--- src/rtl/shift_arbiter.sv ---
// Two-requester front end for a shared SLL/SRL/SRA shifter with a registered,
// backpressured response port. Round-robin or fixed-priority grant by RR_EN.
module shift_arbiter #(
  parameter bit         RR_EN  = 1'b1,
  parameter logic [3:0] AluSll = 4'h1,
  parameter logic [3:0] AluSrl = 4'h5,
  parameter logic [3:0] AluSra = 4'hD
) (
  input  logic        clk_i,
  input  logic        rst_n_i,
  input  logic        req0_valid_i,
  output logic        req0_ready_o,
  input  logic [31:0] req0_a_i,
  input  logic [4:0]  req0_shamt_i,
  input  logic [3:0]  req0_type_i,
  input  logic        req1_valid_i,
  output logic        req1_ready_o,
  input  logic [31:0] req1_a_i,
  input  logic [4:0]  req1_shamt_i,
  input  logic [3:0]  req1_type_i,
  output logic        rsp_valid_o,
  input  logic        rsp_ready_i,
  output logic [31:0] rsp_data_o,
  output logic        rsp_id_o,
  output logic        busy_o
);

  logic        r_rsp_valid;
  logic [31:0] r_rsp_data;
  logic        r_rsp_id;
  logic        r_last_grant;

  logic        w_can_accept;
  logic        w_grant;
  logic        w_xfer0;
  logic        w_xfer1;
  logic [31:0] w_op_a;
  logic [4:0]  w_op_shamt;
  logic [3:0]  w_op_type;
  logic [31:0] w_shift_res;

  // Response slot is free when empty or being drained on this edge.
  always_comb begin
    w_can_accept = !r_rsp_valid || rsp_ready_i;
    case ({req1_valid_i, req0_valid_i})
      2'b01:   w_grant = 1'b0;
      2'b10:   w_grant = 1'b1;
      2'b11:   w_grant = RR_EN ? ~r_last_grant : 1'b0;
      default: w_grant = 1'b0;
    endcase
  end

  always_comb begin
    req0_ready_o = rst_n_i && w_can_accept && req0_valid_i && !w_grant;
    req1_ready_o = rst_n_i && w_can_accept && req1_valid_i && w_grant;
    w_xfer0      = req0_valid_i && req0_ready_o;
    w_xfer1      = req1_valid_i && req1_ready_o;
  end

  always_comb begin
    w_op_a     = w_grant ? req1_a_i     : req0_a_i;
    w_op_shamt = w_grant ? req1_shamt_i : req0_shamt_i;
    w_op_type  = w_grant ? req1_type_i  : req0_type_i;
  end

  // Unrecognised op codes still complete the handshake but yield zero.
  always_comb begin
    w_shift_res = 32'h0;
    if (w_op_type == AluSll) begin
      w_shift_res = w_op_a << w_op_shamt;
    end else if (w_op_type == AluSrl) begin
      w_shift_res = w_op_a >> w_op_shamt;
    end else if (w_op_type == AluSra) begin
      w_shift_res = $signed(w_op_a) >>> w_op_shamt;
    end
  end

  always_ff @(posedge clk_i) begin
    if (!rst_n_i) begin
      r_rsp_valid  <= 1'b0;
      r_rsp_data   <= 32'h0;
      r_rsp_id     <= 1'b0;
      r_last_grant <= 1'b1;
    end else if (w_xfer0 || w_xfer1) begin
      r_rsp_valid  <= 1'b1;
      r_rsp_data   <= w_shift_res;
      r_rsp_id     <= w_xfer1;
      r_last_grant <= w_xfer1;
    end else if (r_rsp_valid && rsp_ready_i) begin
      r_rsp_valid  <= 1'b0;
    end
  end

  assign rsp_valid_o = r_rsp_valid;
  assign rsp_data_o  = r_rsp_data;
  assign rsp_id_o    = r_rsp_id;
  assign busy_o      = r_rsp_valid;

endmodule

--- config.mk ---
export PLATFORM = sky130hd
export DESIGN_NAME = shift_arbiter
export DESIGN_NICKNAME = d
export VERILOG_FILES = /design/src/rtl/shift_arbiter.sv
export SDC_FILE = /design/constraint.sdc
export NUM_CORES = 1
export LEC_CHECK = 0
export CORE_ASPECT_RATIO = 0.8
export CORE_MARGIN = 5
export CORE_UTILIZATION = 50
export DETAILED_ROUTE_END_ITERATION = 8
export PLACE_DENSITY = 0.76
export REMOVE_ABC_BUFFERS = 1
export SLEW_MARGIN = 10
export SYNTH_ARGS = -nofsm -noshare
export SYNTH_HDL_FRONTEND = slang
export SYNTH_SLANG_ARGS = --single-unit
export TNS_END_PERCENT = 50
--- constraint.sdc ---
create_clock -name clk_i -period 7.3 [get_ports clk_i]
set_input_delay 2.19 -clock clk_i [delete_from_list [all_inputs] [get_ports clk_i]]
set_output_delay 2.19 -clock clk_i [all_outputs]
set_load 0.005 [all_outputs]
**Routing congestion**

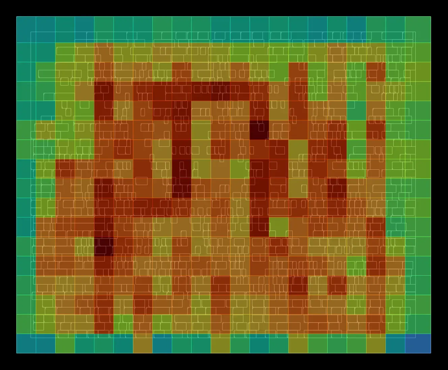
grt met3 use: 0.0970
met2 Use GR: 0.548
Wirelength per Cell: 27.4 µm
All-Layer GR Usage: 0.360
met1 GRT Util: 0.504

==> GITHUB_STEP_SUMMARY <==
### Yosys + OpenROAD results

| Metric | Value |
|---|---|
| Layout cells sized above 1 | 0.139 |
| Crit-path leading delay family | buffers and inverters |
| Largest class | combinational gates |
| Met2 routed WL | 13900 µm |
| First-pass GRT wire length | 50200 µm |
| Final setup TNS | 0 ns |
| Final number of setup-violating endpoints | 0 |
| WP buf/inv | 2 |
| Adder-cell share of the synthesized area | 0 |
| Hold Path Class | flop to flop |
| Root Driver | clkbuf_16 |
| Flops out of synthesis | 35 |
| Number of cells in Yosys stat | 949 |
| Seq share, synth | 0.0932 |
| Total die area | 17600 µm² |
| P_clk | approximately 0.22 mW |
| Area share, top type | 0.221 |
| Slew @ Worst Pin | 1.08 ns |
| Via count | 8794 |
| Number of global-route vias before repair | around 8000 |
| Switching share of power | 0.460 |
| Hold Vio Cnt, Final | 0 |
| Critical path depth in cells | 4 |
| Simple-Gate Area Share | 0.180 |
| Yosys cell types | 65 |
| Die width | 147 µm |
| Fillers | ~1400 |
| Comb group | between 0.6 and 0.7 mW |
| CTS tree | yes |
| Overall Power | 1.12 mW |
| OpenROAD warnings | 25 |
| Layout Skew | around 0.0067 ns |
| CTS Buf Count | 5 |
| Residual DRC | 0 |
| Setup Crit Path Kind | primary input to output port |
| Crit-path most repeated cell | clkdlybuf4s50_1 |
| Non-clock buffer share | 0.160 |
| Max stage delay on crit path | slightly above 0.6 ns |
| Post-Layout Inst Area | between 8000 and 9000 µm² |
| Layout Area Growth over Synthesis | 17.5% |
| Pwr dens | 127 nW/µm² |
| CP Data Required Time | 5.11 ns |
| Area fraction in xor and xnor cells | 0 |
| Final nets | 1102 |
| Floorplan utilization | 0.506 |
| I/O Pins | 124 |
| DR pass1 iterations | 6 |
| CTS H-Tree Depth | 2 |
| Crit. End Element | output port |
| Comb gates | roughly 820 |
| Met3 wire length | a little over 4000 µm |
| Clock-cell share | 0.0164 |
| Status | complete, no violations |
| DP HPWL | 25100 µm |
| Remaining Overflow, GRT | 0 |
| CTS Hold Buffers Added | 0 |
| FMAX | 0.167 GHz |
| Crit-path max FO | 21 |
| Average size of a mapped cell | slightly below 8 µm² |
| Combinational share of power | 0.619 |
| FF-to-FF Start | r_last_grant$_SDFFE_PN1P_ |
| Final min period | 5.99 ns |
| WHS Path Cells | 2 |
| Routability cong. | 1.03 |
| Ant. Diodes | 0 |
| Slowest cell on the critical path | clkdlybuf4s50_1 |
| Hold worst-path end | rsp_data_o[29]$_SDFFE_PN0P_ |
| R2R cell count | 7 |
| Register area | 701 µm² |
| Logic share of the area | 0.714 |
| Headroom to the max-slew limit | 0.264 |
| Crit path launch | req0_valid_i |
| Cycle use final | 0.821 |
| CTS Sinks | 35 |
| FP Rows | ~40 |
| DP Area | 8690 µm² |
**Power grid**

Pins as bars on the die edge. Tap cells in grey.
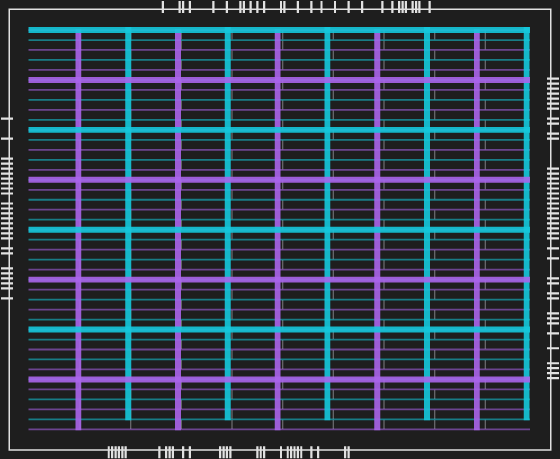
VSS: in purple. VDD: in cyan.
10 straps on met4. The core has 40 rows.
VDD IR max: 77.4 µV
die height: 120 µm

## sequential cells by signal, summed over array words and instances, names as in the netlist
register,cells
busy_o,1
r_last_grant,1
rsp_data_o,32
rsp_id_o,1
## cell usage after synthesis (5+ instances only)
master,n
clkbuf_1,22
o311ai_0,5
mux2_2,34
o221ai_1,10
nor3_1,28
mux4_2,37
a31oi_1,18
and3_1,7
o31ai_1,6
a22oi_1,8
nand2_1,97
o211ai_1,25
o22ai_1,9
mux2i_1,166
nor2b_1,7
nor2_1,71
o21ai_0,47
or2_2,8
nor4_1,6
buf_4,14
buf_2,42
inv_1,8
a21oi_1,64
dfxtp_1,35
nand3_1,39
o221a_2,7
a211oi_1,31
buf_6,7
and2_1,11
Power figures rest on the tool's default switching activity, not on a simulated workload.
